### config.mk
export PLATFORM = sky130hd
export DESIGN_NAME = spi_sensor_slave
export DESIGN_NICKNAME = d
export VERILOG_FILES = /design/src/rtl/spi_sensor_pkg.sv /design/src/rtl/spi_sync_edge.sv /design/src/rtl/spi_sensor_slave.sv
export SDC_FILE = /design/constraint.sdc
export NUM_CORES = 1
export LEC_CHECK = 0
export CORE_MARGIN = 2
export CORE_UTILIZATION = 32
export CTS_CLUSTER_SIZE = 12
export DETAILED_ROUTE_END_ITERATION = 16
export GPL_TIMING_DRIVEN = 1
export PLACE_DENSITY_LB_ADDON = 0.3
export SLEW_MARGIN = 20
export SYNTH_ARGS = -nofsm -noshare
export SYNTH_HDL_FRONTEND = slang
export SYNTH_SLANG_ARGS = --single-unit
### constraint.sdc
create_clock -name clk -period 1.86 [get_ports clk]
set_input_delay 0.279 -clock clk [delete_from_list [all_inputs] [get_ports clk]]
set_output_delay 0.279 -clock clk [all_outputs]
set_load 0.1 [all_outputs]
### src/rtl/spi_sensor_pkg.sv
// Shared constants and FSM encoding for the SPI sensor slave and any matching master.
package spi_sensor_pkg;

  localparam int SPI_DATA_W     = 8;
  localparam int SPI_FRAME_BITS = 16;
  localparam int SPI_LEAD_ZEROS = 3;

  typedef enum logic [1:0] {
    ST_IDLE  = 2'd0,
    ST_SHIFT = 2'd1,
    ST_HOLD  = 2'd2
  } spi_state_e;

endpackage

### src/rtl/spi_sync_edge.sv
// Two-flop synchronizer for an asynchronous input, plus a third flop for edge pulses.
module spi_sync_edge #(
  parameter logic RST_VAL = 1'b0
) (
  input  logic clk,
  input  logic rst,
  input  logic async_in,
  output logic lvl,
  output logic rise,
  output logic fall
);

  logic sync_p0, sync_p1, sync_p2;

  always_ff @(posedge clk) begin
    if (rst) begin
      sync_p0 <= RST_VAL;
      sync_p1 <= RST_VAL;
      sync_p2 <= RST_VAL;
    end else begin
      sync_p0 <= async_in;
      sync_p1 <= sync_p0;
      sync_p2 <= sync_p1;
    end
  end

  assign lvl  = sync_p1;
  assign rise = sync_p1 & ~sync_p2;
  assign fall = ~sync_p1 & sync_p2;

endmodule

### src/rtl/spi_sensor_slave.sv
// SPI slave that streams one framed sensor sample per ss assertion, MSB first.
// Optional one-clk frame_err pulse on aborted frames: define SPI_SENSOR_SLAVE_ABORT_DETECT_EN.
module spi_sensor_slave
  import spi_sensor_pkg::*;
#(
  parameter int DATA_W     = SPI_DATA_W,
  parameter int FRAME_BITS = SPI_FRAME_BITS,
  parameter int LEAD_ZEROS = SPI_LEAD_ZEROS
) (
  input  logic              clk,
  input  logic              rst,
  input  logic              sclk,
  input  logic              ss,
  output logic              miso,
  input  logic [DATA_W-1:0] sample,
  input  logic              sample_valid,
  output logic              sample_ready,
  output logic              frame_done,
  output logic              frame_err
);

  localparam int CNT_W = $clog2(FRAME_BITS);

  function automatic logic [FRAME_BITS-1:0] build_frame(input logic [DATA_W-1:0] s);
    logic [FRAME_BITS-1:0] f;
    f = '0;
    f[FRAME_BITS-1-LEAD_ZEROS -: DATA_W] = s;
    return f;
  endfunction

  logic sclk_lvl, sclk_rise, sclk_fall;
  logic ss_lvl, ss_rise, ss_fall;

  spi_sync_edge #(.RST_VAL(1'b0)) u_sclk_sync (
    .clk(clk), .rst(rst), .async_in(sclk),
    .lvl(sclk_lvl), .rise(sclk_rise), .fall(sclk_fall)
  );

  spi_sync_edge #(.RST_VAL(1'b1)) u_ss_sync (
    .clk(clk), .rst(rst), .async_in(ss),
    .lvl(ss_lvl), .rise(ss_rise), .fall(ss_fall)
  );

  spi_state_e            state_q, state_d;
  logic [FRAME_BITS-1:0] shreg_q;
  logic [CNT_W-1:0]      cnt_q;
  logic [DATA_W-1:0]     hold_q, last_q;
  logic                  hold_full_q;
  logic                  frame_done_q;
  logic [1:0]            settle_q;
  logic                  armed_q;

  logic                  do_load, do_shift, do_done, do_abort;
  logic                  accept;
  logic [DATA_W-1:0]     load_src;
  logic [FRAME_BITS-1:0] frame_ld;

  assign accept   = sample_valid & ~hold_full_q;
  assign load_src = hold_full_q ? hold_q : (accept ? sample : last_q);
  assign frame_ld = build_frame(load_src);

  always_comb begin
    state_d  = state_q;
    do_load  = 1'b0;
    do_shift = 1'b0;
    do_done  = 1'b0;
    do_abort = 1'b0;
    case (state_q)
      ST_IDLE: begin
        if (ss_fall && armed_q) begin
          do_load = 1'b1;
          state_d = ST_SHIFT;
        end
      end
      ST_SHIFT: begin
        if (ss_rise) begin
          do_abort = 1'b1;
          state_d  = ST_IDLE;
        end else if (!ss_lvl) begin
          if (sclk_rise && cnt_q == '0) begin
            do_done = 1'b1;
            state_d = ST_HOLD;
          end else if (sclk_fall && !sclk_lvl && cnt_q != '0) begin
            do_shift = 1'b1;
          end
        end
      end
      ST_HOLD: begin
        if (ss_rise) state_d = ST_IDLE;
      end
      default: state_d = ST_IDLE;
    endcase
  end

  // Frame register: miso is its MSB, so the output is always a flop.
  always_ff @(posedge clk) begin
    if (rst) begin
      state_q      <= ST_IDLE;
      shreg_q      <= '0;
      cnt_q        <= '0;
      hold_q       <= '0;
      hold_full_q  <= 1'b0;
      last_q       <= '0;
      frame_done_q <= 1'b0;
      settle_q     <= 2'd0;
      armed_q      <= 1'b0;
    end else begin
      state_q      <= state_d;
      frame_done_q <= do_done;
      // A low ss seen straight after reset must not start a frame; arm only
      // once the flushed synchronizer has shown ss idle high.
      if (settle_q != 2'd2) settle_q <= settle_q + 2'd1;
      if (settle_q == 2'd2 && ss_lvl) armed_q <= 1'b1;

      if (do_load) begin
        shreg_q <= frame_ld;
        cnt_q   <= CNT_W'(FRAME_BITS - 1);
        last_q  <= load_src;
      end else if (do_shift) begin
        shreg_q <= shreg_q << 1;
        cnt_q   <= cnt_q - 1'b1;
      end else if (do_done || do_abort) begin
        shreg_q <= '0;
      end

      if (do_load) begin
        hold_full_q <= 1'b0;
      end else if (accept) begin
        hold_q      <= sample;
        hold_full_q <= 1'b1;
      end
    end
  end

  assign miso         = shreg_q[FRAME_BITS-1];
  assign sample_ready = ~hold_full_q;
  assign frame_done   = frame_done_q;

`ifdef SPI_SENSOR_SLAVE_ABORT_DETECT_EN
  logic frame_err_q;

  always_ff @(posedge clk) begin
    if (rst) frame_err_q <= 1'b0;
    else     frame_err_q <= do_abort;
  end

  assign frame_err = frame_err_q;
`else
  assign frame_err = 1'b0;
`endif

endmodule

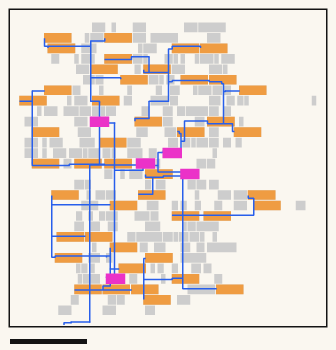
**Above:** clock distribution.
Bar = 20 µm.
- flip-flops: orange (count 44)
- clock wires: blue (length 559 µm)
- cells driving clock nets: magenta (count 5)
- routed clock nets: 6

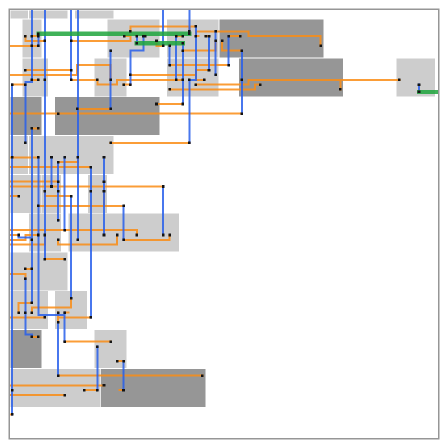
**Above:** close-up of the layout.
Window x 47 to 77, y 6 to 36 µm. Cells in gray, sequential cells in the stronger gray; small squares are vias.
- met1: orange
- met3: green
- met2: blue
- netlist names of flops here include: `shreg_q` (3), `u_ss_sync.sync_p2` (1)
- most frequent: dfxtp_1 (4), nand2_1 (3), a32o_1 (3)
- sequential cells in the window: 4
- cells with their middle in the window: 23

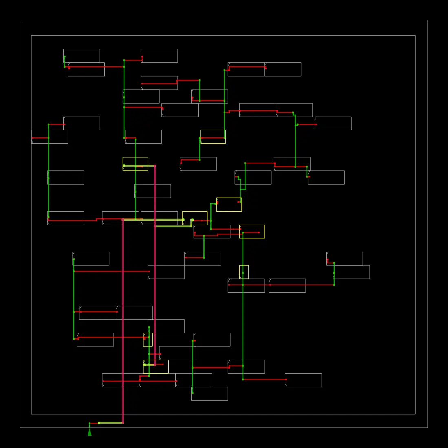
**Above:** the clock network.
clk pwr: 0.618 mW
Worst-Skew Late Latency: 300 ps
CTS Sinks: 44

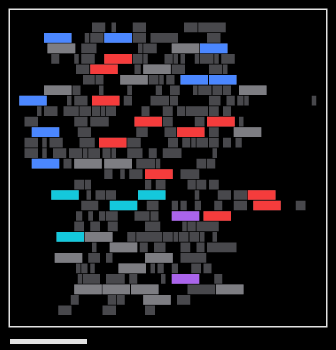
**Above:** register map, names as in the netlist.
Bar = 20 µm. Other sequential cells in the stronger gray, the rest of the logic in the fainter gray.
- `cnt_q`: cyan (flops 4; where middle left)
- `state_q`: purple (flops 2)
- `hold_q`: blue (flops 8)
- `shreg_q`: red (flops 11)

==> results.json <==
{
  "status": "complete, no violations",
  "power.switching_mw": 0.532,
  "largest_class": "combinational gates",
  "grt_pass1_vias": 1408,
  "clock_area_share_pct": 3.91,
  "combPwrFrac_pct": 17.4,
  "fmax_mhz": 569,
  "use_met3_pct": 1.65,
  "holdPathEnd": "u_ss_sync.lvl$_SDFF_PP1_",
  "powerComb_mw": 0.348,
  "wl_met2_um": 1730,
  "numCtsBuffers": 5,
  "power_frac_clock_pct": 30.9,
  "buffer_area_share_pct": 12.3,
  "register_area_um2": 881,
  "path_cells": "inv_1 > ha_1 > or3b_4 > nor3b_4 > o311ai_2 > a32o_1",
  "mux_area_share_pct": 11.0,
  "grt_pass1_wl_um": 6480,
  "mostFrequentLayoutCells": "dfxtp_1 (44), mux2i_1 (17), nand2_1 (16)",
  "start_kind": "register",
  "cts.htree.levels": 2,
  "cts_hold_buf": 0,
  "cp_top_family": "simple AND/OR/NAND/NOR gates",
  "layout_top_cell": "dfxtp_1",
  "rows": 28,
  "rsz0062_at_grt": "false",
  "drt-initial-drc-count": 93,
  "largest_registers": "shreg_q (11), hold_q (8), last_q (8)",
  "yosys_cells": 202,
  "drive_gt1_share_pct": 19.8,
  "die_h_um": 82.0,
  "busiest_layer": "met2",
  "ir_drop_mv": 0.394,
  "hp-start": "u_ss_sync.sync_p0$_SDFF_PP1_",
  "die_x_um": 82.0,
  "port_buffers": 15,
  "grt.total_usage_pct": 12.6,
  "mi_logic_area_um2": 977,
  "crit_start": "cnt_q[0]$_SDFFE_PP0P_",
  "n_tap_cell": 75,
  "drcViolationCount": 0,
  "cp.arrival_ps": 1940,
  "p_seq_mw": 1.03,
  "synth_area_mm2": 0.00195,
  "synthTopLogicFamily": "simple AND/OR/NAND/NOR gates",
  "tns_ps": 0,
  "ys_top_cells_by_count": "dfxtp_1 (44), mux2i_1 (17), nand2_1 (16)",
  "vias_per_cell": 4.90,
  "comb_share_pct": 41.2,
  "hpwl_um": 2640,
  "endpoint": "shreg_q[14]$_SDFFE_PP0P_",
  "num-nonclk-inverters": 9,
  "path_buffers": 1,
  "power_mw": 2.00,
  "yosysWarnings": 0,
  "holdWs_ps": 423,
  "path_clk_slew_ps": 80,
  "wire_per_inst_um": 12.7,
  "routabilityCongestion": 0.762,
  "synthToLayoutAreaGrowth_pct": 21.7,
  "cp_slowest_cell": "or3b_4",
  "dr.pass1.iters": 5,
  "regMostFlops": "shreg_q",
  "xor_area_share_pct": 0.899,
  "grt_max_degree": 43,
  "path_depth": 6,
  "final_core_util_pct": 40.3,
  "routed_wirelength_um": 3820,
  "n_antenna_cell": 0,
  "pre_cts_ws_ps": 3.71,
  "nets": 241,
  "die-area_mm2": 0.00673,
  "clkbuf_count": 6,
  "min_period_over_period_pct": 94.5,
  "cts_resized": 0,
  "setup_ws_ps": 103,
  "reg2regPathDepth": 6,
  "yosys.cell_count.top_type": "dfxtp_1",
  "numSynthFlops": 44,
  "ant_nets": 0,
  "synth.distinct_cells": 36,
  "cts_buffer_depth": 2,
  "fp_util_pct": 33.1,
  "seq_cell_count": 44,
  "aoi_share_pct": 17.3,
  "cp_slowest_stage_delay_ps": 420,
  "layout.cells.non_filler": 302,
  "path_class": "register to register",
  "ys_seq_share_pct": 45.2
}
Power and IR drop assume default switching activity.
